[src/rtl/alu_arbiter_if.sv]
// alu_arbiter_if: requester, shared-ALU and response signals of the ALU arbiter
interface alu_arbiter_if #(
  parameter int DATA_W = 32,
  parameter int OP_W   = 4
);
  logic              req0Valid;
  logic [DATA_W-1:0] req0A;
  logic [DATA_W-1:0] req0B;
  logic [OP_W-1:0]   req0Op;
  logic              req0Ready;
  logic              req1Valid;
  logic [DATA_W-1:0] req1A;
  logic [DATA_W-1:0] req1B;
  logic [OP_W-1:0]   req1Op;
  logic              req1Ready;
  logic [DATA_W-1:0] aluA;
  logic [DATA_W-1:0] aluB;
  logic [OP_W-1:0]   aluOp;
  logic [DATA_W-1:0] aluY;
  logic              respValid;
  logic              respId;
  logic [DATA_W-1:0] respY;
  logic              respErr;
  logic              respReady;

  modport master (
    output req0Valid, req0A, req0B, req0Op, req1Valid, req1A, req1B, req1Op, aluY, respReady,
    input  req0Ready, req1Ready, aluA, aluB, aluOp, respValid, respId, respY, respErr
  );

  modport slave (
    input  req0Valid, req0A, req0B, req0Op, req1Valid, req1A, req1B, req1Op, aluY, respReady,
    output req0Ready, req1Ready, aluA, aluB, aluOp, respValid, respId, respY, respErr
  );
endinterface

[src/rtl/alu_arbiter.sv]
// alu_arbiter: round-robin sharing of one ALU between two requesters with a one-entry result register
module alu_arbiter #(
  parameter int DATA_W = 32,
  parameter int OP_W   = 4
) (
  input logic         clk,
  input logic         rst,
  alu_arbiter_if.slave bus
);
  logic              prio_q;
  logic              resp_valid_q;
  logic              resp_id_q;
  logic              resp_err_q;
  logic [DATA_W-1:0] resp_y_q;
  logic              can_accept;
  logic              win1;
  logic              grant;
  logic              sup;
  logic [OP_W-1:0]   op;

  // Pick the winner, grant it when the result register has room, and steer it onto the ALU
  always_comb begin
    can_accept    = !resp_valid_q || bus.respReady;
    win1          = bus.req1Valid && (!bus.req0Valid || prio_q);
    grant         = !rst && can_accept && (bus.req0Valid || bus.req1Valid);
    bus.req0Ready = grant && !win1;
    bus.req1Ready = grant && win1;
    op            = win1 ? bus.req1Op : bus.req0Op;
    sup           = op == OP_W'(0) || op == OP_W'(2) || (op >= OP_W'(4) && op <= OP_W'(10));
    bus.aluA      = grant ? (win1 ? bus.req1A : bus.req0A) : '0;
    bus.aluB      = grant ? (win1 ? bus.req1B : bus.req0B) : '0;
    bus.aluOp     = grant ? op : '0;
  end

  // Capture the granted result (or an error for unsupported codes) and hand priority to the loser
  always_ff @(posedge clk) begin
    if (rst) begin
      prio_q       <= 1'b0;
      resp_valid_q <= 1'b0;
      resp_id_q    <= 1'b0;
      resp_err_q   <= 1'b0;
      resp_y_q     <= '0;
    end else if (grant) begin
      prio_q       <= !win1;
      resp_valid_q <= 1'b1;
      resp_id_q    <= win1;
      resp_err_q   <= !sup;
      resp_y_q     <= sup ? bus.aluY : '0;
    end else if (bus.respReady) begin
      resp_valid_q <= 1'b0;
    end
  end

  assign bus.respValid = resp_valid_q;
  assign bus.respId    = resp_id_q;
  assign bus.respY     = resp_y_q;
  assign bus.respErr   = resp_err_q;
endmodule
[src/flat_wrapper.sv]
// flat-port wrapper written by rule: the top's interface ports become plain ports
module alu_arbiter_flat 
#(
  parameter int DATA_W = 32,
  parameter int OP_W   = 4
)
  (clk, rst, bus_req0Valid, bus_req0A, bus_req0B, bus_req0Op, bus_req1Valid, bus_req1A, bus_req1B, bus_req1Op, bus_aluY, bus_respReady, bus_req0Ready, bus_req1Ready, bus_aluA, bus_aluB, bus_aluOp, bus_respValid, bus_respId, bus_respY, bus_respErr);
  alu_arbiter_if #(.DATA_W(DATA_W), .OP_W(OP_W)) bus_i ();
  input logic clk;
  input logic rst;
  input wire logic [$bits(bus_i.req0Valid)-1:0] bus_req0Valid;
  input wire logic [$bits(bus_i.req0A)-1:0] bus_req0A;
  input wire logic [$bits(bus_i.req0B)-1:0] bus_req0B;
  input wire logic [$bits(bus_i.req0Op)-1:0] bus_req0Op;
  input wire logic [$bits(bus_i.req1Valid)-1:0] bus_req1Valid;
  input wire logic [$bits(bus_i.req1A)-1:0] bus_req1A;
  input wire logic [$bits(bus_i.req1B)-1:0] bus_req1B;
  input wire logic [$bits(bus_i.req1Op)-1:0] bus_req1Op;
  input wire logic [$bits(bus_i.aluY)-1:0] bus_aluY;
  input wire logic [$bits(bus_i.respReady)-1:0] bus_respReady;
  output wire logic [$bits(bus_i.req0Ready)-1:0] bus_req0Ready;
  output wire logic [$bits(bus_i.req1Ready)-1:0] bus_req1Ready;
  output wire logic [$bits(bus_i.aluA)-1:0] bus_aluA;
  output wire logic [$bits(bus_i.aluB)-1:0] bus_aluB;
  output wire logic [$bits(bus_i.aluOp)-1:0] bus_aluOp;
  output wire logic [$bits(bus_i.respValid)-1:0] bus_respValid;
  output wire logic [$bits(bus_i.respId)-1:0] bus_respId;
  output wire logic [$bits(bus_i.respY)-1:0] bus_respY;
  output wire logic [$bits(bus_i.respErr)-1:0] bus_respErr;
  assign bus_i.req0Valid = bus_req0Valid;
  assign bus_i.req0A = bus_req0A;
  assign bus_i.req0B = bus_req0B;
  assign bus_i.req0Op = bus_req0Op;
  assign bus_i.req1Valid = bus_req1Valid;
  assign bus_i.req1A = bus_req1A;
  assign bus_i.req1B = bus_req1B;
  assign bus_i.req1Op = bus_req1Op;
  assign bus_i.aluY = bus_aluY;
  assign bus_i.respReady = bus_respReady;
  assign bus_req0Ready = bus_i.req0Ready;
  assign bus_req1Ready = bus_i.req1Ready;
  assign bus_aluA = bus_i.aluA;
  assign bus_aluB = bus_i.aluB;
  assign bus_aluOp = bus_i.aluOp;
  assign bus_respValid = bus_i.respValid;
  assign bus_respId = bus_i.respId;
  assign bus_respY = bus_i.respY;
  assign bus_respErr = bus_i.respErr;
  alu_arbiter #(.DATA_W(DATA_W), .OP_W(OP_W)) u_core (.clk(clk), .rst(rst), .bus(bus_i));
endmodule
[config.mk]
export PLATFORM = sky130hd
export DESIGN_NAME = alu_arbiter_flat
export DESIGN_NICKNAME = d
export VERILOG_FILES = /design/src/rtl/alu_arbiter_if.sv /design/src/rtl/alu_arbiter.sv /design/src/flat_wrapper.sv
export SDC_FILE = /design/constraint.sdc
export NUM_CORES = 1
export LEC_CHECK = 0
export CORE_AREA = 4 4 106 108
export CTS_CLUSTER_SIZE = 28
export DETAILED_ROUTE_END_ITERATION = 10
export DIE_AREA = 0 0 110 112
export GPL_ROUTABILITY_DRIVEN = 0
export PLACE_DENSITY = 0.73
export SLEW_MARGIN = 20
export SYNTH_ARGS = -nofsm -noshare
export SYNTH_HDL_FRONTEND = slang
export SYNTH_SLANG_ARGS = --single-unit
[constraint.sdc]
create_clock -name clk -period 1.7 [get_ports clk]
set_input_delay 0.255 -clock clk [delete_from_list [all_inputs] [get_ports clk]]
set_output_delay 0.255 -clock clk [all_outputs]
set_load 0.01 [all_outputs]
Fig. 1: I/O nets highlighted
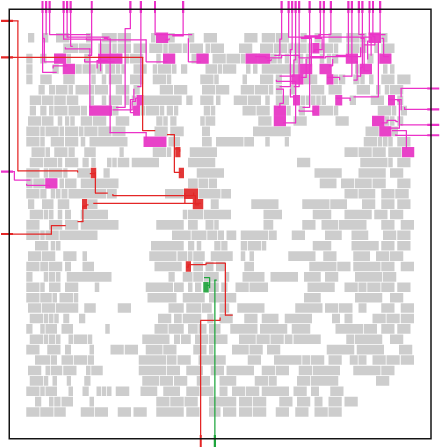
[green] bus_req1Ready | bits: 1 | direction: output | end cells: 1 | buffers: 1 | wire: 46.2 µm
[magenta] bus_aluA | bits: 32 | direction: output | end cells: 32 | buffers: 32 | wire: 822 µm
[red] bus_req0Op | bits: 4 | direction: input | end cells: 7 | buffers: 6 | wire: 282 µm

==> results.env <==
TIMING.FINAL.CRIT_SHARE=1.14
PORTBUFFERS=277
DESIGN_POWER_TOTAL_mW=3.10
SETUP_WS_PS=-245
GRT_FIRST_PASS_WIRELENGTH_UM=20600
ENDPOINTS_FAILING_SETUP=67
TIMING.MAX_CAP.VIOLATIONS=0
R2R_CELLS=6
FAILING_CHECKS='negative setup slack'
FIN_WORST_SKEW_PS=5.55
TIMING.MAX_SLEW.REL_SLACK=0.867
DPL.HPWL_UM=10300
FINAL_CORE_DENSITY=0.608
CRIT-REG2REG-LAUNCH='u_core.prio_q'
ANTENNA_VIOLATIONS_BEFORE_REPAIR=0
WORST-SETUP-PATH-TYPE='reg2out'
P_INT_mW=2.12
NETLIST.TOP_CELL.BY_INSTANCES='nand2_1'
CTS.HOLD.BUFFERS_ADDED=0
COMPOUND_GATE_FRACTION_OF_SYNTH_AREA=0.156
YOSYS.AREA_SHARE.XOR_XNOR=0
CTS_ROOT_BUFFER='clkbuf_8'
IO_PINS=278
YS_ASYNC_SR_FRACTION=0
CP-START-KIND='register'
R2R_END='u_core.bus.respY[13]'
DRIVE_ABOVE_1_SHARE=0.322
TIGHTEST_PIN_TRANSITION_PS=194
DRTANTENNAVIOLNETS=0
WORST_HOLD_PATH_TYPE='in2reg'
AREA_ADDED_BETWEEN_SYNTHESIS_AND_FINISH_PCT=137
CRIT_BUF_INV=3
CTS_SETUP_BUFFERS=6
STAGES_ON_THE_WORST_SETUP_PATH=6
CTS_TREE='yes'
FINISH.INSTANCE_AREA_MM2=0.00622
NETSWITCHINGFRACTION=0.317
FP.DIEW_UM=110
POWER.NET_SWITCHING_mW=0.984
SYN_INST=377
SEQ-CELL-SHARE=0.117
FMAX_MHz=514
SYNTH.COMB.LARGEST_FAMILY='simple AND/OR/NAND/NOR gates'
AREA_SHARE_CLOCK_BUF_INV=0.0151
CTS_BUFFERS=5
YOSYS.STAT.SEQSHARE=0.275
POWER_DENSITY_mW_PER_MM2=499
RSZ0062_AT_GRT='true'
COMBGATEAREA_MM2=0.00200
YS_TOP_CELLS_BY_COUNT='139 x nand2_1, 69 x a21oi_1, 36 x dfxtp_1'
NUMBER_OF_ANTENNA_REPAIR_DIODES=0
YS_FF=36
PERIOD_NEEDED_PS=1950
CLKPWRFRAC=0.205
STD_CELL_ROWS=37
MIN_FROM='bus_req0Valid'
SYNTH.AREA.TOP_CELLS='dfxtp_1 28%, nand2_1 20%, a21oi_1 13%'
SYNTH_AREA_PER_CELL_UM2=6.95
INITCOREUTIL=0.256
HTREE_LEVELS=2
YOSYS-MUX-AREA-FRACTION=0.122
CRIT_END='bus_aluA[7]'
GRT_START_MAX_NET_PINS=34
AREA_OF_THE_MAPPED_NETLIST_MM2=0.00262
ENABLE_FLOP_CELLS=0
MIN_TO='u_core.bus.respValid'
VIASPERCELL=4.79
LAY_TOP_COUNT='clkdlybuf4s50_1'
OPENROAD.WARNINGS=29
YS_WARN_COUNT=0
STATUS='complete, but fails checks'
WORSTHOLDPATHCELLS=4
NFILLCELLS=887
MULTIINPUTCOMBCELLCOUNT=299
FLOP_CELL='dfxtp_1'
FLOP_AREA_UM2=726
CPPEAKSTAGEDELAY_PS=380
POWER.IR.VDD_WORST_mV=0.289
SLEW_VIOLATIONS=0
DRT_PRE_ANTENNA_ITERS=4
LAYOUT.NETS=849
FLOORPLAN.TAPCELLS=136
SLOWEST_STAGE='or3_4'
POWER_CLOCK_mW=0.635
FLOORPLAN_CORE_AREA_MM2=0.0102
CTS-ROOT-TO-SINK-BUFFERS=2
POST-ROUTE-DRC-COUNT=0
CRIT_PATH_START='u_core.bus.respValid'
LAYOUT.BUFFER.NONCLOCK.AREA_SHARE=0.516
HOLDWS_PS=424
DP.CELLS=788
Fig. 2: clock nets
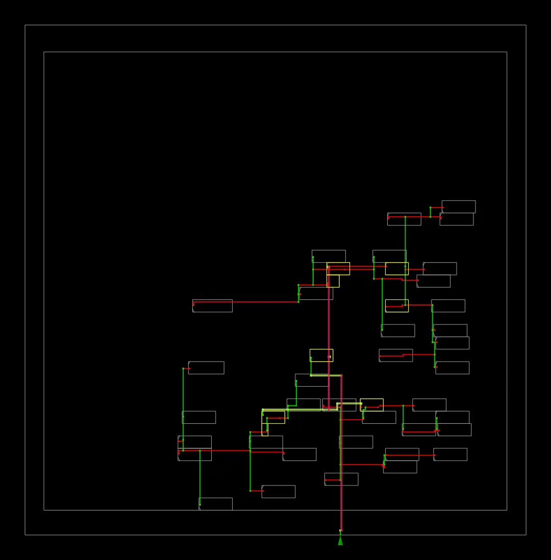
insertion delay at the late pin of the worst-skew pair: 280 ps
number of sinks on the clock net: 36
total of clock buffers placed in the layout: 7

[layer usage]
| layer | vias to the layer above | track usage | part of all wire |
|---|---|---|---|
| met5 | - | 0 | 0 |
| met4 | 0 | 0.0698 | 0.032 |
| met3 | 31 | 0.0452 | 0.084 |
| met2 | 198 | 0.385 | 0.52 |
| met1 | 1771 | 0.231 | 0.37 |
| li1 | 1892 | - | - |
[through the flow]
stage / setup slack, ps / TNS, ps
floorplan: -10.3 / -207
global placement: -866 / -66820
detailed placement: -865 / -67610
CTS: -255 / -11100
global route: -295 / -14460
finish: -245 / -10440
[state kept, by name (all words and copies together) (netlist names)]
name	flops
u_core.bus.respErr	1
u_core.bus.respId	1
u_core.bus.respValid	1
u_core.bus.respY	32
u_core.prio_q	1
